### config.mk
export PLATFORM = sky130hd
export DESIGN_NAME = rr_arbiter8
export DESIGN_NICKNAME = d
export VERILOG_FILES = /design/src/rtl/arb_pkg.sv /design/src/rtl/rr_pick.sv /design/src/rtl/rr_arbiter8.sv
export SDC_FILE = /design/constraint.sdc
export NUM_CORES = 1
export LEC_CHECK = 0
export CORE_MARGIN = 2
export CORE_UTILIZATION = 50
export DETAILED_ROUTE_END_ITERATION = 7
export GPL_TIMING_DRIVEN = 1
export MAX_ROUTING_LAYER = met4
export PLACE_DENSITY = 0.74
export RECOVER_POWER = 100
export SLEW_MARGIN = 15
export SYNTH_ARGS = -nofsm -noshare
export SYNTH_HDL_FRONTEND = slang
export SYNTH_HIERARCHICAL = 1
export SYNTH_SLANG_ARGS = --single-unit
### constraint.sdc
create_clock -name clk -period 3.7 [get_ports clk]
set_input_delay 0.925 -clock clk [delete_from_list [all_inputs] [get_ports clk]]
set_output_delay 0.925 -clock clk [all_outputs]
set_load 0.1 [all_outputs]
### src/rtl/arb_pkg.sv
// Shared constants and FSM state type for the 8-way round-robin arbiter.
package arb_pkg;
  localparam int NUM_REQ = 8;
  localparam int IDX_W   = 3;

  typedef enum logic {
    IDLE  = 1'b0,
    GRANT = 1'b1
  } state_t;
endpackage

### src/rtl/rr_pick.sv
// Rotating-priority winner selection: first set req bit scanning upward
// from ptr+1 with wrap-around. Purely combinational.
module rr_pick
  import arb_pkg::*;
(
  input  logic [NUM_REQ-1:0] req,
  input  logic [IDX_W-1:0]   ptr,
  output logic [NUM_REQ-1:0] winner,
  output logic [IDX_W-1:0]   winner_idx
);

  logic             found;
  logic [IDX_W-1:0] cand;

  always_comb begin
    winner     = '0;
    winner_idx = '0;
    found      = 1'b0;
    cand       = '0;
    // Offset NUM_REQ truncates to zero, so ptr itself is scanned last.
    for (int k = 1; k <= NUM_REQ; k++) begin
      cand = ptr + IDX_W'(k);
      if (!found && req[cand]) begin
        found      = 1'b1;
        winner_idx = cand;
      end
    end
    if (found) begin
      winner = NUM_REQ'(1) << winner_idx;
    end
  end

endmodule

### src/rtl/rr_arbiter8.sv
// Eight-requester round-robin arbiter with held grants, ack release and
// an optional hold timeout that forces release and flags timeout_err.
module rr_arbiter8
  import arb_pkg::*;
#(
  parameter int TIMEOUT = 16,
  parameter int CNT_W   = 5
) (
  input  logic               clk,
  input  logic               rst_n,
  input  logic [NUM_REQ-1:0] req,
  input  logic               gnt_ack,
  output logic [NUM_REQ-1:0] gnt,
  output logic               gnt_valid,
  output logic               timeout_err
);

  localparam logic [CNT_W-1:0] HOLD_LAST = CNT_W'((TIMEOUT > 0) ? (TIMEOUT - 1) : 0);

  state_t             state;
  logic [CNT_W-1:0]   hold_cnt;
  logic [IDX_W-1:0]   ptr;
  logic [IDX_W-1:0]   cur_idx;
  logic [NUM_REQ-1:0] pick_gnt;
  logic [IDX_W-1:0]   pick_idx;
  logic               timeout_hit;

  rr_pick u_pick (
    .req        (req),
    .ptr        (ptr),
    .winner     (pick_gnt),
    .winner_idx (pick_idx)
  );

  assign timeout_hit = (TIMEOUT != 0) && (hold_cnt == HOLD_LAST);

  always_ff @(posedge clk or negedge rst_n) begin
    if (!rst_n) begin
      state       <= IDLE;
      gnt         <= '0;
      gnt_valid   <= 1'b0;
      timeout_err <= 1'b0;
      hold_cnt    <= '0;
      ptr         <= IDX_W'(NUM_REQ - 1);
      cur_idx     <= '0;
    end else begin
      timeout_err <= 1'b0;
      case (state)
        IDLE: begin
          if (|req) begin
            gnt       <= pick_gnt;
            gnt_valid <= 1'b1;
            cur_idx   <= pick_idx;
            hold_cnt  <= '0;
            state     <= GRANT;
          end
        end
        GRANT: begin
          // Ack takes priority over a timeout landing on the same edge.
          if (gnt_ack || timeout_hit) begin
            ptr         <= cur_idx;
            gnt         <= '0;
            gnt_valid   <= 1'b0;
            timeout_err <= !gnt_ack;
            state       <= IDLE;
          end else begin
            hold_cnt <= hold_cnt + 1'b1;
          end
        end
        default: begin
          state     <= IDLE;
          gnt       <= '0;
          gnt_valid <= 1'b0;
        end
      endcase
    end
  end

endmodule

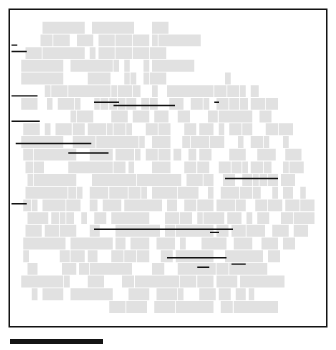
**Above:** met3 routing.
Bar = 20 um.
- nets with wire on the layer: 14
- longest straight run: 29.4 um
- wire length on this layer: 120 um
Global Route met3 Usage: 2.17%
vias: 1,759

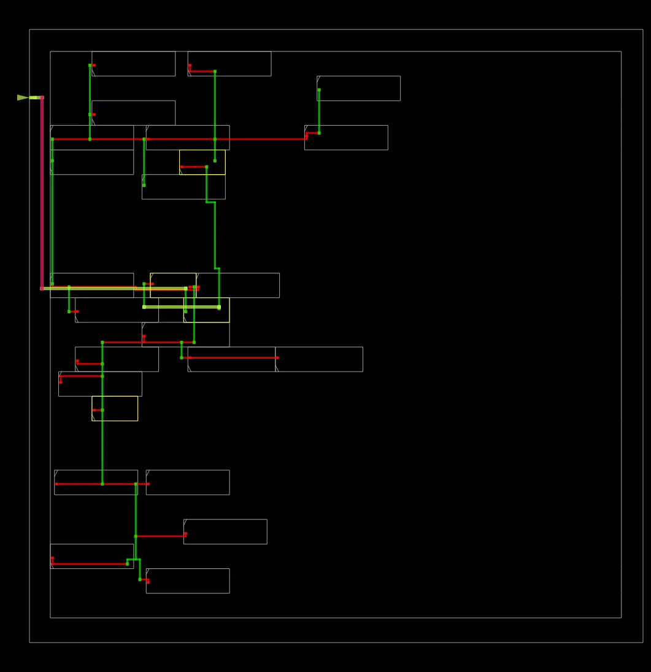
**Above:** clock wiring as the flow saved it.
Setup Skew: 0.00421 ns
clock latency on the worst-skew pair: 0.26 ns
count of clock tree sinks: 22

==> flow_metrics.py <==
# Auto-generated metrics
metrics = {
    "status": {
        "outcome": "finished, final reports clean",
    },
    "worst_setup_path": {
        "cp_top_family": "simple AND/OR/NAND/NOR gates",
        "cp_data_arrival_time_ns": 3.72,
        "startpoint_class_of_the_critical_path": "flip-flop",
        "cp_common_cell": "buf_4",
        "worstSetupEndpointType": "flip-flop",
        "critical_path.cell_chain": "inv_1 > ha_2 > buf_4 > buf_4 > mux4_1 > or3_4 > or2_1 > buf_4 > o2111a_4 > a211o_1 > nor3_2 > inv_1 > mux2i_1",
        "reg2reg_setup_slack_ns": 0.16,
        "path_buffers": 5,
        "cpPeakStageDelay_ns": 0.53,
        "worstPathRequired_ns": 3.88,
        "worst-path-max-fanout": 7,
    },
    "sta": {
        "fin_tns_setup_ns": 0,
        "setup_violation_total_in_the_final_timing_report": 0,
        "final.setup.worst_slack_ns": 0.161,
        "period_minus_slack_ns": 3.54,
        "hold_slack_ns": 0.490,
        "timing_hold_violations_final": 0,
        "fmax_mhz": 283,
    },
    "clock_network": {
        "postCtsSetupBuffers": 0,
        "cts.htree.levels": 1,
        "path_clk_slew_ns": 0.08,
        "cts_made_buffers": 3,
        "clock_path_buffers": 2,
        "clock_root_cell": "clkbuf_8",
        "cts-resized-gates": 0,
    },
    "synthesis": {
        "syn-instance-count": 202,
        "yosysTopAreaCell": "dfrtp_1",
        "ys_types": 63,
        "topCellsByArea": "dfrtp_1 (23%), mux4_2 (8.9%), mux2i_1 (7.9%)",
        "synth.yosys.num_cells": 202,
        "yosys.area.top_type_share_pct": 23.4,
        "asyncSetResetFlopFracSynth_pct": 100,
        "ff_type": "dfrtp_1",
        "synth_seq_share_pct": 27.3,
        "synthTopCellsByCount": "dfrtp_1 (19), nand2_1 (19), mux2i_1 (16), inv_1 (14), mux2_2 (12)",
        "syn_warnings": 6,
        "enable_flop_cells": 0,
    },
    "route": {
        "drt_iter0_drc": 138,
        "detail_route.wirelength_mm": 4.80,
        "dr.max_layer_used": "met4",
        "antenna_left": 0,
        "drt-vias-per-instance": 5.79,
        "detail_route.wirelength.met1_mm": 2.25,
        "met3WireLength_um": 120,
        "drc": 0,
    },
    "layout": {
        "post_route_cells_drive_above_1_share_pct": 28.3,
        "layout.nets": 270,
        "fin_cells": 304,
        "antenna-diode-count": 0,
        "synthToLayoutAreaGrowth_pct": 27.3,
        "finalInstanceArea_um2": 2580,
        "utilization_pct": 65.5,
    },
    "grt": {
        "grt_pass1_vias": 1746,
        "met2_usage_grt_pct": 38.8,
        "grt_start_max_net_pins": 23,
        "globalRouteTotalUtil_pct": 23.4,
        "grt_first_pass_wirelength_mm": 7.98,
        "number_of_antenna_violations_at_the_first_check_in_global_routing": 0,
    },
    "floorplan": {
        "die-height_um": 67.7,
        "num_rows": 23,
        "fp_util_pct": 51.5,
    },
    "place": {
        "port_buffer_count": 20,
        "numPlacedInstances": 300,
        "detailedPlacementHpwl_mm": 3.68,
        "routabilityCongestion": 0.922,
    },
    "min_path": {
        "timing.hold.worst.class": "reg2reg",
    },
    "run": {
        "openroad.warnings": 27,
    },
}
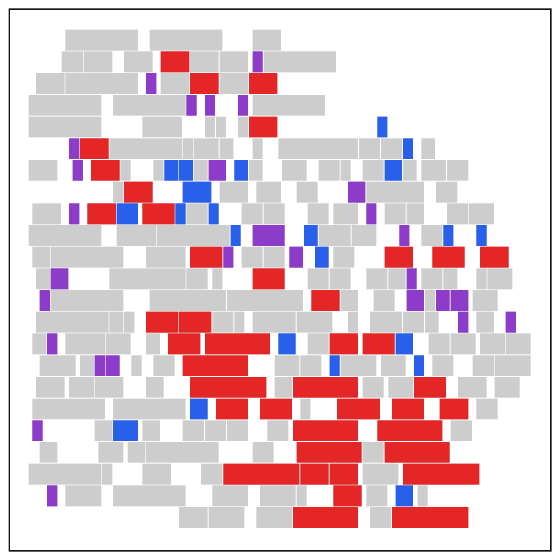
**Above:** gate-type map.
- purple: nand cells (cells 28)
- blue: nor cells (cells 22)
- red: mux cells (cells 41)

==> final timing paths <==
| kind | from | to | depth (start not counted) |
|---|---|---|---|
| hold / removal | gnt_valid | gnt_valid | 1 |
| min in group asynchronous | rst_n | hold_cnt[4] | 1 |
| max in group asynchronous | rst_n | cur_idx[2] | 1 |
| hold reg to reg | gnt_valid | gnt_valid | 1 |
| setup / recovery | ptr[1] | gnt[7] | 13 |
| setup reg to reg | ptr[1] | gnt[7] | 13 |
==> area by class of cell <==
class                      count  area, um^2
inverter                      15        56.3
tap                           50        62.6
clock buffer                   4        55.1
fill                         322        1360
timing repair buffer          57         469
sequential                    22         554
multi-input combinational    156        1390
==> cells by family after synthesis <==
kind of cell	count (synthesis)	synth area share (%)
AND/OR/NAND/NOR	63	17.0
AND-OR/OR-AND	43	16.4
multiplexers	41	29.3
buffers and inverters	24	5.30
flip-flops	22	27.3
XOR/XNOR	5	2.16
adder cells (fa/ha/maj)	4	2.47
==> worst reg2reg max path, stage by stage, from the launching register on <==
cell and delay [ns]:
dfstp_2 0.53, inv_1 0.09, ha_2 0.43, buf_4 0.17
buf_4 0.14, mux4_1 0.36, or3_4 0.44, or2_1 0.28
buf_4 0.16, o2111a_4 0.29, a211o_1 0.27, nor3_2 0.13
inv_1 0.06, mux2i_1 0.13
==> registers in the layout, summed over array words and instances, names as in the netlist <==
name         count
ptr              3
state            1
gnt_valid        1
gnt              8
timeout_err      1
hold_cnt         5
cur_idx          3
